### config.mk
export PLATFORM = sky130hd
export DESIGN_NAME = imem_fetch_ctrl_flat
export DESIGN_NICKNAME = d
export VERILOG_FILES = /design/src/rtl/imem_fetch_ctrl_if.sv /design/src/rtl/imem_fetch_ctrl.sv /design/src/flat_wrapper.sv
export SDC_FILE = /design/constraint.sdc
export NUM_CORES = 1
export LEC_CHECK = 0
export CAP_MARGIN = 20
export CORE_MARGIN = 3
export CORE_UTILIZATION = 40
export CTS_BUF_LIST = sky130_fd_sc_hd__clkbuf_4
export CTS_CLUSTER_SIZE = 10
export DETAILED_ROUTE_END_ITERATION = 7
export PLACE_DENSITY_LB_ADDON = 0.08
export REMOVE_ABC_BUFFERS = 1
export SYNTH_ARGS = -nofsm -noshare
export SYNTH_HDL_FRONTEND = slang
export SYNTH_SLANG_ARGS = --single-unit
### constraint.sdc
create_clock -name clk -period 4.3 [get_ports clk]
set_input_delay 0.645 -clock clk [delete_from_list [all_inputs] [get_ports clk]]
set_output_delay 0.645 -clock clk [all_outputs]
set_load 0.02 [all_outputs]
### src/rtl/imem_fetch_ctrl_if.sv
// Instruction-fetch controller bus: boot-load port, memory port and
// the fetch/decode handoff.
interface imem_fetch_ctrl_if;
  logic        load_valid;
  logic        load_ready;
  logic [31:0] load_addr;
  logic [31:0] load_data;
  logic        load_done;
  logic        stall;
  logic        redirect_valid;
  logic [31:0] redirect_pc;
  logic        halt_req;
  logic [31:0] mem_addr;
  logic        mem_we;
  logic [31:0] mem_wdata;
  logic [31:0] mem_rdata;
  logic        if_valid;
  logic [31:0] if_pc;
  logic [31:0] if_instr;
  logic        running;
  logic        fault;

  modport slave (
    input  load_valid, load_addr, load_data, load_done,
    input  stall, redirect_valid, redirect_pc, halt_req,
    input  mem_rdata,
    output load_ready, mem_addr, mem_we, mem_wdata,
    output if_valid, if_pc, if_instr, running, fault
  );

  modport master (
    output load_valid, load_addr, load_data, load_done,
    output stall, redirect_valid, redirect_pc, halt_req,
    output mem_rdata,
    input  load_ready, mem_addr, mem_we, mem_wdata,
    input  if_valid, if_pc, if_instr, running, fault
  );
endinterface

### src/rtl/imem_fetch_ctrl.sv
// Instruction-fetch controller: boot-loads the single-port imem, then
// runs the PC (fetch, stall, redirect, halt) into a registered IF bundle.
module imem_fetch_ctrl #(
  parameter int          DEPTH    = 128,
  parameter logic [31:0] RESET_PC = 32'h0
) (
  input  logic              clk,
  input  logic              rst,
  imem_fetch_ctrl_if.slave  bus
);

  localparam logic [31:0] LIMIT = 32'(DEPTH * 4);

  typedef enum logic [1:0] {
    LOAD = 2'd0,
    RUN  = 2'd1,
    HALT = 2'd2
  } state_t;

  state_t      state, state_d;
  logic [31:0] pc, pc_d;
  logic [31:0] if_pc_q, if_pc_d;
  logic [31:0] if_instr_q, if_instr_d;
  logic        if_valid_q, if_valid_d;
  logic        fault_q, fault_d;

  function automatic logic bad_addr(input logic [31:0] a);
    return (a[1:0] != 2'b00) || (a >= LIMIT);
  endfunction

  always_ff @(posedge clk or posedge rst) begin
    if (rst) state <= LOAD;
    else     state <= state_d;
  end

  always_ff @(posedge clk or posedge rst) begin
    if (rst) begin
      pc         <= RESET_PC;
      if_pc_q    <= '0;
      if_instr_q <= '0;
      if_valid_q <= 1'b0;
      fault_q    <= 1'b0;
    end else begin
      pc         <= pc_d;
      if_pc_q    <= if_pc_d;
      if_instr_q <= if_instr_d;
      if_valid_q <= if_valid_d;
      fault_q    <= fault_d;
    end
  end

  always_comb begin
    state_d        = state;
    pc_d           = pc;
    if_pc_d        = if_pc_q;
    if_instr_d     = if_instr_q;
    if_valid_d     = if_valid_q;
    fault_d        = fault_q;
    bus.load_ready = 1'b0;
    bus.mem_we     = 1'b0;
    bus.mem_addr   = pc;
    bus.mem_wdata  = bus.load_data;
    unique case (state)
      LOAD: begin
        bus.load_ready = !rst;
        bus.mem_addr   = bus.load_addr;
        if_valid_d     = 1'b0;
        if (bus.load_valid) begin
          if (bad_addr(bus.load_addr)) fault_d = 1'b1;
          else bus.mem_we = !rst;
        end
        if (bus.load_done) begin
          state_d = RUN;
          pc_d    = RESET_PC;
        end
      end
      RUN: begin
        // A fault latched during boot-load stops execution at once.
        if (fault_q) begin
          state_d    = HALT;
          if_valid_d = 1'b0;
        end else if (bus.redirect_valid) begin
          if_valid_d = 1'b0;
          if (bad_addr(bus.redirect_pc)) begin
            fault_d = 1'b1;
            state_d = HALT;
          end else begin
            pc_d = bus.redirect_pc;
          end
        end else if (bus.halt_req) begin
          state_d    = HALT;
          if_valid_d = 1'b0;
        end else if (bus.stall) begin
          pc_d = pc;
        end else if (bad_addr(pc)) begin
          fault_d    = 1'b1;
          state_d    = HALT;
          if_valid_d = 1'b0;
        end else begin
          if_instr_d = bus.mem_rdata;
          if_pc_d    = pc;
          if_valid_d = 1'b1;
          pc_d       = pc + 32'd4;
        end
      end
      HALT: begin
        if_valid_d = 1'b0;
      end
      default: begin
        state_d    = HALT;
        if_valid_d = 1'b0;
      end
    endcase
  end

  assign bus.if_valid = if_valid_q;
  assign bus.if_pc    = if_pc_q;
  assign bus.if_instr = if_instr_q;
  assign bus.fault    = fault_q;
  assign bus.running  = (state == RUN);

endmodule
### src/flat_wrapper.sv
// flat-port wrapper written by rule: the top's interface ports become plain ports
module imem_fetch_ctrl_flat 
#(
  parameter int          DEPTH    = 128,
  parameter logic [31:0] RESET_PC = 32'h0
)
  (clk, rst, bus_load_valid, bus_load_addr, bus_load_data, bus_load_done, bus_stall, bus_redirect_valid, bus_redirect_pc, bus_halt_req, bus_mem_rdata, bus_load_ready, bus_mem_addr, bus_mem_we, bus_mem_wdata, bus_if_valid, bus_if_pc, bus_if_instr, bus_running, bus_fault);
  imem_fetch_ctrl_if bus_i ();
  input  logic clk;
  input  logic rst;
  input wire logic [$bits(bus_i.load_valid)-1:0] bus_load_valid;
  input wire logic [$bits(bus_i.load_addr)-1:0] bus_load_addr;
  input wire logic [$bits(bus_i.load_data)-1:0] bus_load_data;
  input wire logic [$bits(bus_i.load_done)-1:0] bus_load_done;
  input wire logic [$bits(bus_i.stall)-1:0] bus_stall;
  input wire logic [$bits(bus_i.redirect_valid)-1:0] bus_redirect_valid;
  input wire logic [$bits(bus_i.redirect_pc)-1:0] bus_redirect_pc;
  input wire logic [$bits(bus_i.halt_req)-1:0] bus_halt_req;
  input wire logic [$bits(bus_i.mem_rdata)-1:0] bus_mem_rdata;
  output wire logic [$bits(bus_i.load_ready)-1:0] bus_load_ready;
  output wire logic [$bits(bus_i.mem_addr)-1:0] bus_mem_addr;
  output wire logic [$bits(bus_i.mem_we)-1:0] bus_mem_we;
  output wire logic [$bits(bus_i.mem_wdata)-1:0] bus_mem_wdata;
  output wire logic [$bits(bus_i.if_valid)-1:0] bus_if_valid;
  output wire logic [$bits(bus_i.if_pc)-1:0] bus_if_pc;
  output wire logic [$bits(bus_i.if_instr)-1:0] bus_if_instr;
  output wire logic [$bits(bus_i.running)-1:0] bus_running;
  output wire logic [$bits(bus_i.fault)-1:0] bus_fault;
  assign bus_i.load_valid = bus_load_valid;
  assign bus_i.load_addr = bus_load_addr;
  assign bus_i.load_data = bus_load_data;
  assign bus_i.load_done = bus_load_done;
  assign bus_i.stall = bus_stall;
  assign bus_i.redirect_valid = bus_redirect_valid;
  assign bus_i.redirect_pc = bus_redirect_pc;
  assign bus_i.halt_req = bus_halt_req;
  assign bus_i.mem_rdata = bus_mem_rdata;
  assign bus_load_ready = bus_i.load_ready;
  assign bus_mem_addr = bus_i.mem_addr;
  assign bus_mem_we = bus_i.mem_we;
  assign bus_mem_wdata = bus_i.mem_wdata;
  assign bus_if_valid = bus_i.if_valid;
  assign bus_if_pc = bus_i.if_pc;
  assign bus_if_instr = bus_i.if_instr;
  assign bus_running = bus_i.running;
  assign bus_fault = bus_i.fault;
  imem_fetch_ctrl #(.DEPTH(DEPTH), .RESET_PC(RESET_PC)) u_core (.clk(clk), .rst(rst), .bus(bus_i));
endmodule
==> flow_metrics.py, run 1 <==
# Auto-generated metrics
metrics = {
    "final_layout": {
        "inv_count": 7,
        "mostFrequentLayoutCells": "clkdlybuf4s50_1, dfrtp_1, mux2_2, mux2_4, nor2b_1",
        "fin_cells": 704,
        "diodes": 0,
        "comb_area_um2": 1911,
    },
    "global_route": {
        "grt_pass1_vias": 3642,
    },
    "run_status": {
        "status": "completed",
    },
    "setup_path": {
        "crit_slowest_cell": "nor2_4",
        "cp_data_arrival_time_ns": 2.72,
        "r2r-start": "u_core.pc[27]",
        "crit_path_start_kind": "flip-flop",
        "crit_buf_inv": 1,
        "path_cells": "nor2_4 > mux2_2 > clkdlybuf4s50_1",
        "crit_type": "flip-flop to output pin",
    },
    "place": {
        "pre_cts_slack_ns": 0.9729,
        "gp_congestion": 0.7565,
    },
    "yosys": {
        "ys.flops": 100,
        "most_common_cell": "dfrtp_1",
        "syn_inst": 384,
        "ys_top_cells_by_count": "dfrtp_1, mux2_2, buf_4",
        "syn_area_per_cell_um2": 12.52,
        "ys.flop_type": "dfrtp_1",
        "ys_async_sr_fraction": 1.000,
    },
    "floorplan": {
        "die_area_um2": 13370,
        "core_area_um2": 11560,
        "rows": 39,
    },
    "routing": {
        "drt-pass1-iter-count": 4,
        "ant_nets": 0,
        "drt-wirelength-per-cell_um": 18.67,
        "met1Wirelength_um": 5930,
        "viasPerCell": 5.040,
    },
    "job": {
        "warnings": 27,
        "cap_viol_max_count": 0,
    },
    "sta": {
        "setup_tns_ns": 0,
        "setup_viol_count_final": 0,
        "fin_crit_ns": 3.368,
        "relSlewSlack": 0.3292,
        "finalHoldViolCount": 0,
    },
    "clocking": {
        "worst_skew_pair.late_latency_ns": 0.43,
        "cts.clk_slew.worst_paths_ns": 0.15,
        "clk_path_buf_depth": 2,
    },
    "power": {
        "powerClk_w": 0.000534,
        "comb_power_w": 0.000564,
        "power.density_nw_per_um2": 304.0,
        "switching_share": 0.2800,
        "internal_power_w": 0.001501,
        "power.total_w": 0.002085,
        "p_comb_frac": 0.271,
    },
}
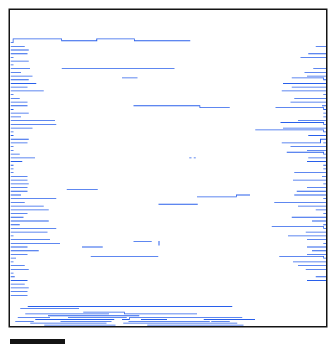
*Metal 3, run 1*
Bar = 20 um.
share of all routed wire: 13%
main direction: horizontal
met3 Usage GRT: 0.09608
final WL: 13140 um
Vias: 3548

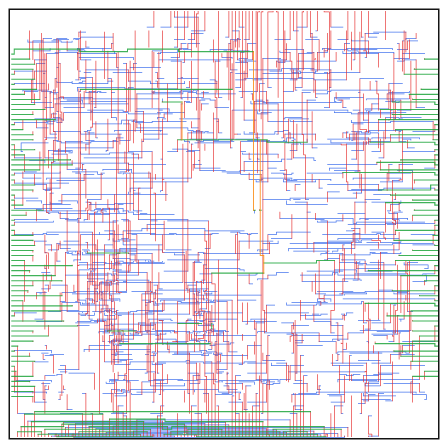
*Signal wires by layer, run 1*
legend:
  M2:
    color: red
    wire_length: 5450 um
  M3:
    color: green
    wire_length: 1670 um
  M4:
    color: orange
    wire_length: 90.0 um
  M1:
    color: blue
    wire_length: 5930 um

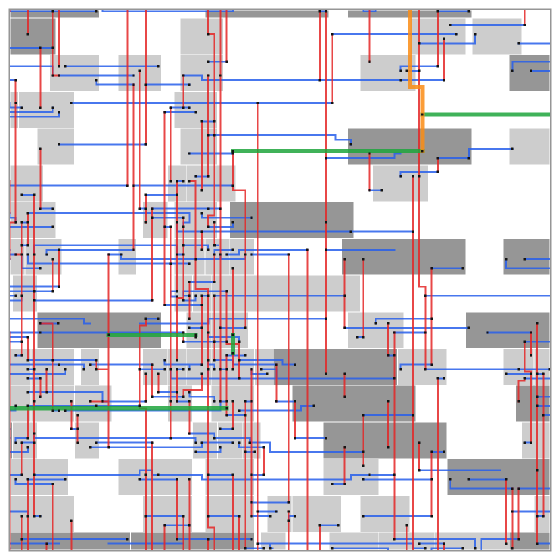
*Layout detail, run 1*
Window x 38 to 78, y 15 to 55 um. Cells in gray, sequential cells in the stronger gray; small squares are vias.
legend:
  M2:
    color: red
  M1:
    color: blue
  M3:
    color: green
  M4:
    color: orange
sequential cells in the window: 9
cells with their middle in the window: 71
netlist names of flops here include: `u_core.bus.if_pc` (4), `u_core.pc` (4)
most frequent: clkdlybuf4s50_1 (9), dfrtp_1 (9), mux2_2 (5)

### Clock wires, drivers and flops, run 1

Bar = 20 um.
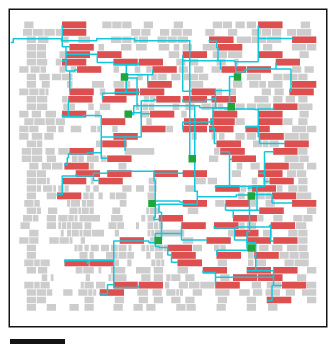

==> run 2: changes to the inputs <==
--- a/config.mk
+++ b/config.mk
@@ -7,7 +7,7 @@
 export LEC_CHECK = 0
 export CAP_MARGIN = 20
 export CORE_MARGIN = 3
-export CORE_UTILIZATION = 40
+export CORE_UTILIZATION = 36
 export CTS_BUF_LIST = sky130_fd_sc_hd__clkbuf_4
 export CTS_CLUSTER_SIZE = 10
 export DETAILED_ROUTE_END_ITERATION = 7
==> constraint.sdc (replaced) <==
create_clock -name clk -period 2.75 [get_ports clk]
set_input_delay 0.4125 -clock clk [delete_from_list [all_inputs] [get_ports clk]]
set_output_delay 0.4125 -clock clk [all_outputs]
set_load 0.02 [all_outputs]
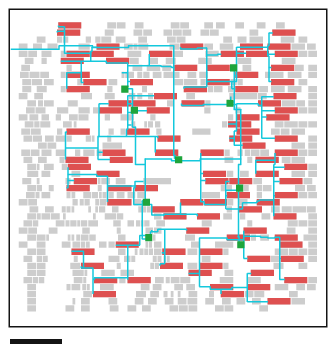
*Clock wires, drivers and flops, run 2*
Bar = 20 um.
legend:
  clock wires:
    color: cyan
    length: 1180 um
  flip-flops:
    color: red
    count: 100
  clock-net drivers:
    color: green
    count: 9
flops lie: all over the die

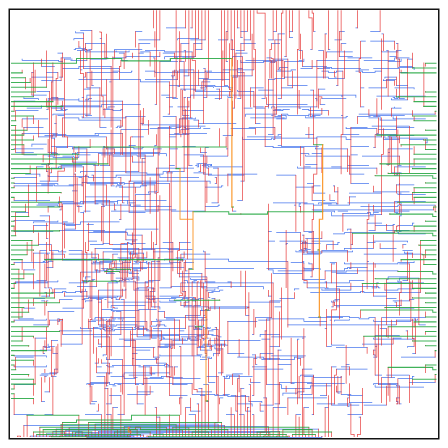
*Signal wires by layer, run 2*
Total GRT Usage: 0.1763
Vias: 3575
final WL: 12970 um
Routed wire per std cell: 17.48 um

==> flow_metrics.py, run 2 <==
# Auto-generated metrics
metrics = {
    "sta": {
        "fin_crit_ns": 2.624,
        "setup_tns_ns": 0,
        "finalHoldViolCount": 0,
        "setup_viol_count_final": 0,
        "relSlewSlack": 0.5424,
    },
    "floorplan": {
        "core_area_um2": 12820,
        "rows": 41,
    },
    "job": {
        "cap_viol_max_count": 0,
        "warnings": 27,
    },
    "power": {
        "p_comb_frac": 0.276,
        "switching_share": 0.2787,
        "comb_power_w": 0.000905,
        "internal_power_w": 0.002369,
        "power.total_w": 0.003285,
        "powerClk_w": 0.000834,
        "power.density_nw_per_um2": 467.3,
    },
    "final_layout": {
        "diodes": 0,
        "comb_area_um2": 1911,
        "mostFrequentLayoutCells": "clkdlybuf4s50_1, dfrtp_1, mux2_2, mux2_4, nor2b_1",
        "fin_cells": 742,
        "inv_count": 7,
    },
    "setup_path": {
        "crit_slowest_cell": "clkdlybuf4s50_1",
        "path_cells": "nor2_4 > buf_8 > mux2_2 > clkdlybuf4s50_1",
        "cp_data_arrival_time_ns": 2.21,
        "crit_type": "flip-flop to output pin",
    },
    "clocking": {
        "clk_path_buf_depth": 2,
        "worst_skew_pair.late_latency_ns": 0.42,
        "cts.clk_slew.worst_paths_ns": 0.15,
    },
    "routing": {
        "drt-pass1-iter-count": 4,
    },
    "yosys": {
        "ys_cells": 384,
        "ys.flops": 100,
        "ys.flop_type": "dfrtp_1",
        "syn_area_per_cell_um2": 12.52,
        "ys_async_sr_fraction": 1.000,
    },
    "run_status": {
        "status": "completed",
    },
    "global_route": {
        "grt_pass1_vias": 3751,
        "grt_use_met3": 0.07985,
    },
    "place": {
        "pre_cts_slack_ns": 0.05211,
        "gp_congestion": 0.7725,
    },
}
No activity file was given, so power comes from the tool's default toggle rates.
